==> src/rtl/cga_serializer.sv <==
// -----------------------------------------------------------------------------
// cga_serializer
//
// Text-mode pixel serializer feeding the CGA colour-line decoder. One character
// cell row (glyph bitmap + IRGB attribute) is accepted per handshake. The glyph
// is then shifted out one pixel per clock, MSB first. Attribute blink and the
// cursor overlay are applied when the cell is loaded.
//
// color_o leads on_o by one clock. The decoder registers the attribute but uses
// pixel-on directly, so the two line up at the decoder output.
//
// Handshake: a cell is accepted on a rising edge where load_i & ready_o.
// ready_o is combinational from the remaining-pixel count and is high while at
// most one pixel is still pending. A load_i without ready_o is dropped, and
// nothing of it is remembered. The pending pixel count reaches zero exactly
// when the next cell is accepted, so a producer that loads whenever ready_o is
// high streams with no gap.
//
// Ports:
//   clk_i     pixel clock
//   rst_ni    asynchronous active-low reset
//   glyph_i   glyph row bitmap, MSB = leftmost pixel
//   attr_i    attribute byte, background [7:4], foreground [3:0]
//   cursor_i  cell is under the cursor (sampled with the load)
//   load_i    glyph/attr valid
//   ready_o   serializer accepts a load this cycle
//   frame_i   one-cycle pulse per frame, drives the blink timer
//   color_o   registered attribute to the decoder
//   on_o      registered pixel-on to the decoder
// -----------------------------------------------------------------------------
module cga_serializer #(
  parameter int GLYPH_W      = 8,
  parameter int BLINK_EN     = 1,
  parameter int BLINK_FRAMES = 16
) (
  input  logic               clk_i,
  input  logic               rst_ni,
  input  logic [GLYPH_W-1:0] glyph_i,
  input  logic [7:0]         attr_i,
  input  logic               cursor_i,
  input  logic               load_i,
  output logic               ready_o,
  input  logic               frame_i,
  output logic [7:0]         color_o,
  output logic               on_o
);

  localparam int RW = $clog2(GLYPH_W + 1);
  localparam int FW = (BLINK_FRAMES > 1) ? $clog2(BLINK_FRAMES) : 1;

  localparam logic [RW-1:0] REM_FULL  = RW'(GLYPH_W);
  localparam logic [RW-1:0] REM_ONE   = RW'(1);
  localparam logic [FW-1:0] FCNT_LAST = FW'(BLINK_FRAMES - 1);

  logic [GLYPH_W-1:0] sreg_q, sreg_d;
  logic [RW-1:0]      rem_q, rem_d;
  logic [7:0]         color_q, color_d;
  logic               on_q, on_d;
  logic [FW-1:0]      fcnt_q, fcnt_d;
  logic               phase_q, phase_d;

  logic               accept;
  logic [GLYPH_W-1:0] eff_glyph;
  logic [7:0]         eff_attr;

  assign ready_o = (rem_q <= REM_ONE);
  assign accept  = load_i & ready_o;
  assign color_o = color_q;
  assign on_o    = on_q;

  // Blink timer: phase 0 is the visible half of the blink cycle.
  always_comb begin
    fcnt_d  = fcnt_q;
    phase_d = phase_q;
    if (frame_i) begin
      if (fcnt_q == FCNT_LAST) begin
        fcnt_d  = '0;
        phase_d = ~phase_q;
      end else begin
        fcnt_d = fcnt_q + FW'(1);
      end
    end
  end

  // Cell effects use the phase before any toggle in this same cycle. The
  // cursor overrides the blink mask while visible. In the hidden phase it
  // falls back to the (possibly masked) glyph.
  always_comb begin
    if (cursor_i && !phase_q) begin
      eff_glyph = '1;
    end else if ((BLINK_EN != 0) && attr_i[7] && phase_q) begin
      eff_glyph = '0;
    end else begin
      eff_glyph = glyph_i;
    end
    eff_attr = (BLINK_EN != 0) ? {1'b0, attr_i[6:0]} : attr_i;
  end

  // Pixel pipeline. On the accepting edge the last pixel of the previous cell
  // is still driven from sreg_q while sreg_q is reloaded. That overlap is what
  // makes back-to-back cells gapless.
  always_comb begin
    sreg_d  = sreg_q;
    rem_d   = rem_q;
    color_d = color_q;
    on_d    = 1'b0;
    if (rem_q != '0) begin
      on_d   = sreg_q[GLYPH_W-1];
      sreg_d = {sreg_q[GLYPH_W-2:0], 1'b0};
      rem_d  = rem_q - REM_ONE;
    end
    if (accept) begin
      sreg_d  = eff_glyph;
      color_d = eff_attr;
      rem_d   = REM_FULL;
    end else if (rem_q == REM_ONE) begin
      // Underrun: drop the attribute one clock ahead of the final pixel so
      // that the decoder sees black once the cell ends.
      color_d = '0;
    end
  end

  always_ff @(posedge clk_i or negedge rst_ni) begin
    if (!rst_ni) begin
      sreg_q  <= '0;
      rem_q   <= '0;
      color_q <= '0;
      on_q    <= 1'b0;
      fcnt_q  <= '0;
      phase_q <= 1'b0;
    end else begin
      sreg_q  <= sreg_d;
      rem_q   <= rem_d;
      color_q <= color_d;
      on_q    <= on_d;
      fcnt_q  <= fcnt_d;
      phase_q <= phase_d;
    end
  end

endmodule

==> config.mk <==
export PLATFORM = sky130hd
export DESIGN_NAME = cga_serializer
export DESIGN_NICKNAME = d
export VERILOG_FILES = /design/src/rtl/cga_serializer.sv
export SDC_FILE = /design/constraint.sdc
export NUM_CORES = 1
export LEC_CHECK = 0
export CORE_UTILIZATION = 45
export DETAILED_ROUTE_END_ITERATION = 8
export GPL_ROUTABILITY_DRIVEN = 0
export PLACE_DENSITY = 0.74
export SYNTH_ARGS = -nofsm -noshare
export SYNTH_HDL_FRONTEND = slang
export SYNTH_SLANG_ARGS = --single-unit
==> constraint.sdc <==
create_clock -name clk_i -period 2.8 [get_ports clk_i]
set_input_delay 0.42 -clock clk_i [delete_from_list [all_inputs] [get_ports clk_i]]
set_output_delay 0.42 -clock clk_i [all_outputs]
set_load 0.1 [all_outputs]
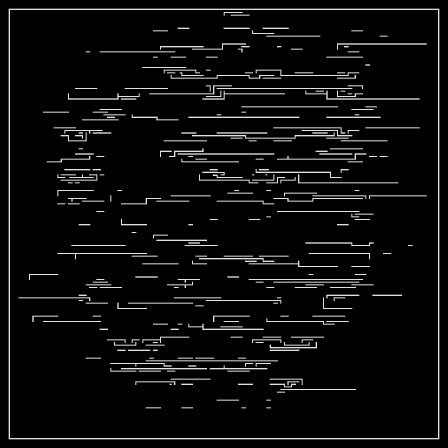
Figure 1: the metal 1 layer.
longest straight run: 17.5 um
share of all routed wire: 44%

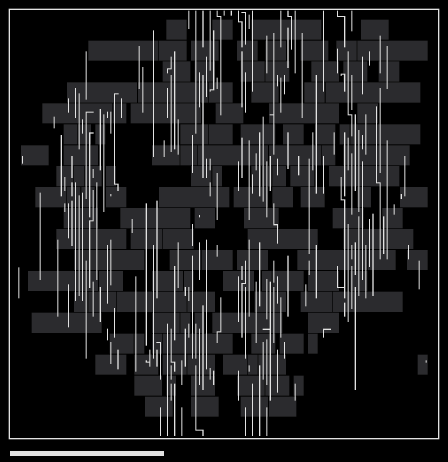
Figure 2: met2 routing.
Bar = 20 um.
longest straight run: 18.4 um
nets with wire on the layer: 144
share of all routed wire: 53%
wire length on this layer: 1270 um

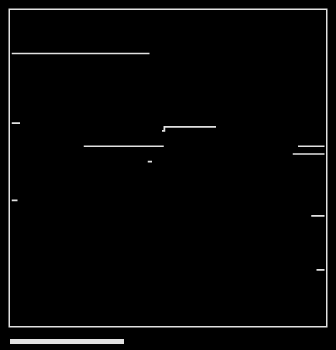
Figure 3: met3 routing.
Bar = 20 um.
nets with wire on the layer: 8
main direction: horizontal

==> run notes <==
Results of an implementation run.

From synthesis to final layout, the design area changed by 23.2%. Detailed placement finished with a half-perimeter wire length of 1810 um. The number of antenna diodes is 0.

The endpoint arrival time on the critical path is 1.64 ns. In the synthesized netlist, the cells that appear most often are dfrtp_1, mux2_2, nor2_1. The number of H-tree levels is 1. Per the layout area report, the combinational gate area comes to 604 um^2. In the post-synthesis netlist, the biggest area contributors are dfrtp_1, mux2_2, o2bb2ai_1. Checking hold timing, the worst path is listed with class in2async.

The number of nets in the synthesized netlist is 134. Gates resized during post-CTS repair numbered 0. The highest routing layer actually used is met4.

The critical path is of the reg2out type. According to the finish report, the design has a final net count of 163. The synthesized netlist devotes 13.5% of its cell area to compound gates.

The count of clock tree sinks is 25. Global routing consumed, on the met1 layer, 19.7% of the routing resources. The worst voltage drop across the vdd grid is 0.896 mV. The post-detailed-route DRC marker count is 0.

There are 25 flip-flops and latches. The critical path ends at ready_o. The critical path launch point type is a flop. Per report_power, the combinational group accounts for 55.9% of the total.

The highest clock rate is 486 MHz. The timing report gives the biggest stage delay along the critical path as 0.40 ns. The number of optimization iterations in the first detailed-route pass is 4. The family with the most delay on the worst path is flip-flops.

The standard cell core area is 0.00273 mm^2. The maximum clock path buffer count is 2. The number of warnings reported in the stage logs is 28. Dividing the final minimum period by the clock period gives 73.6%. Entering global routing, the biggest net connects 26 pins. In this run the horizontal extent of the chip is 55.6 um.

For reference, simple AND, OR, NAND and NOR cells occupy 11.5% of the area reported after synthesis. Per the detail_route log, met2 wirelength is 1270 um. After layout, the inverter instance count without clock inverters stands at 4. The later-pin clock latency in the skew report is 0.32 ns. The number of buffers other than clock buffers in the final layout is 31. The placed instances occupy a cell area of 0.00157 mm^2. The slowest cell on the critical path is dfrtp_1.

The initial antenna violation count is 0. In the global route stage, overall resource usage came out at 17.1%. The synthesized area divided by synthesized cell count is 11.9 um^2. The number of storage elements in the synthesis netlist is 25. The clock-pin transition on the worst setup and hold timing paths is 0.14 ns.

The yosys stat chip area is 0.00129 mm^2. The maximum clock skew at final layout is 0.0103 ns. The fraction of final cell area spent on non-clock buffers in this run is 17.8%. For the worst setup path, the data required time is 2.38 ns. The timing report lists the critical path depth as 5 cells. The vertical die dimension is 55.6 um.

The synthesis run shows multiplexers occupying 13.8% of the cell area. The primary flip-flop cell chosen by synthesis mapping is dfrtp_1. For the pin with the worst max-slew slack, the measured transition is 0.675 ns. The via count of the first global-routing pass is 956. The critical path starts at rem_q[0]. The layout has 4 clock buffers. The proportion of synthesized flip-flops having asynchronous set or reset is 100%. After global routing the overflow that remains totals 0.

In this run the cell area of the synthesized design comes to 0.00129 mm^2. In the layout the commonest cells are dfrtp_1, clkdlybuf4s50_1, mux2_2. Per the post-synthesis report, the number of cells in the design is 109. The initialized floorplan defines 19 standard-cell rows.

The number of maximum-capacitance violations is 0. The power density relative to cell area is 1160 mW/mm^2. The final setup TNS is 0 ns.

The number of combinational gates with multiple inputs is 73. The flow ran to the end, and the final reports show no timing, DRC or antenna violations. The detail route stage leaves a number of antenna-violating nets equal to 0.

The synthesis log from Yosys contains 0 warnings. Measured on the final layout, the clock distribution area share stands at 1.65%. Sequential cells burn 35.4% of the power. Looking at the global route congestion table, the highest-usage layer is met2. Of the total synthesized cell area, the portion taken by full adders, half adders and majority gates is 3.87%. The count of hold buffers inserted by post-cts repair is 0. Before placement the cells fill 47.3% of the core. The final route contains 909 vias. The power report shows net switching accounting for 48.9% of the total.

The layout report lists the combined flip-flop and latch area as 626 um^2. The depth of the worst register-to-register path is 5. By area, the class that comes first in the final layout consists of sequential cells. Sorting the synthesis cell report by count puts at the top dfrtp_1.

The post-synthesis sequential area ratio is 48.4%. The area fraction in xor and xnor cells is 3.39%. The number of buffers and inverters on the critical path is 2. The logic share of the area is 37.9%.
==> power by group through the flow <==
stage	logic [uW]	clock network [uW]	registers, uW
3_5_place_dp	1040	0	665
4_1_cts	1040	167	656
5_1_grt	1110	180	678
2_1_floorplan	552	0	943
6_report	1030	162	655
3_3_place_gp	1000	0	650
==> flip-flops by register name, summed over array words and instances (netlist names) <==
register	flops
rem_q	4
color_o	7
sreg_q	8
phase_q	1
fcnt_q	4
on_o	1
==> cells by family (layout without fill, tap and decap cells) <==
| family | after synthesis | count (layout) |
|---|---|---|
| xor+xnor | 5 | 5 |
| flops | 25 | 25 |
| simple gates | 25 | 25 |
| buf+inv | 11 | 39 |
| other cells | 1 | 1 |
| fa+ha+maj | 4 | 4 |
| compound gates | 22 | 22 |
| mux | 16 | 16 |
Power and IR drop assume default switching activity.
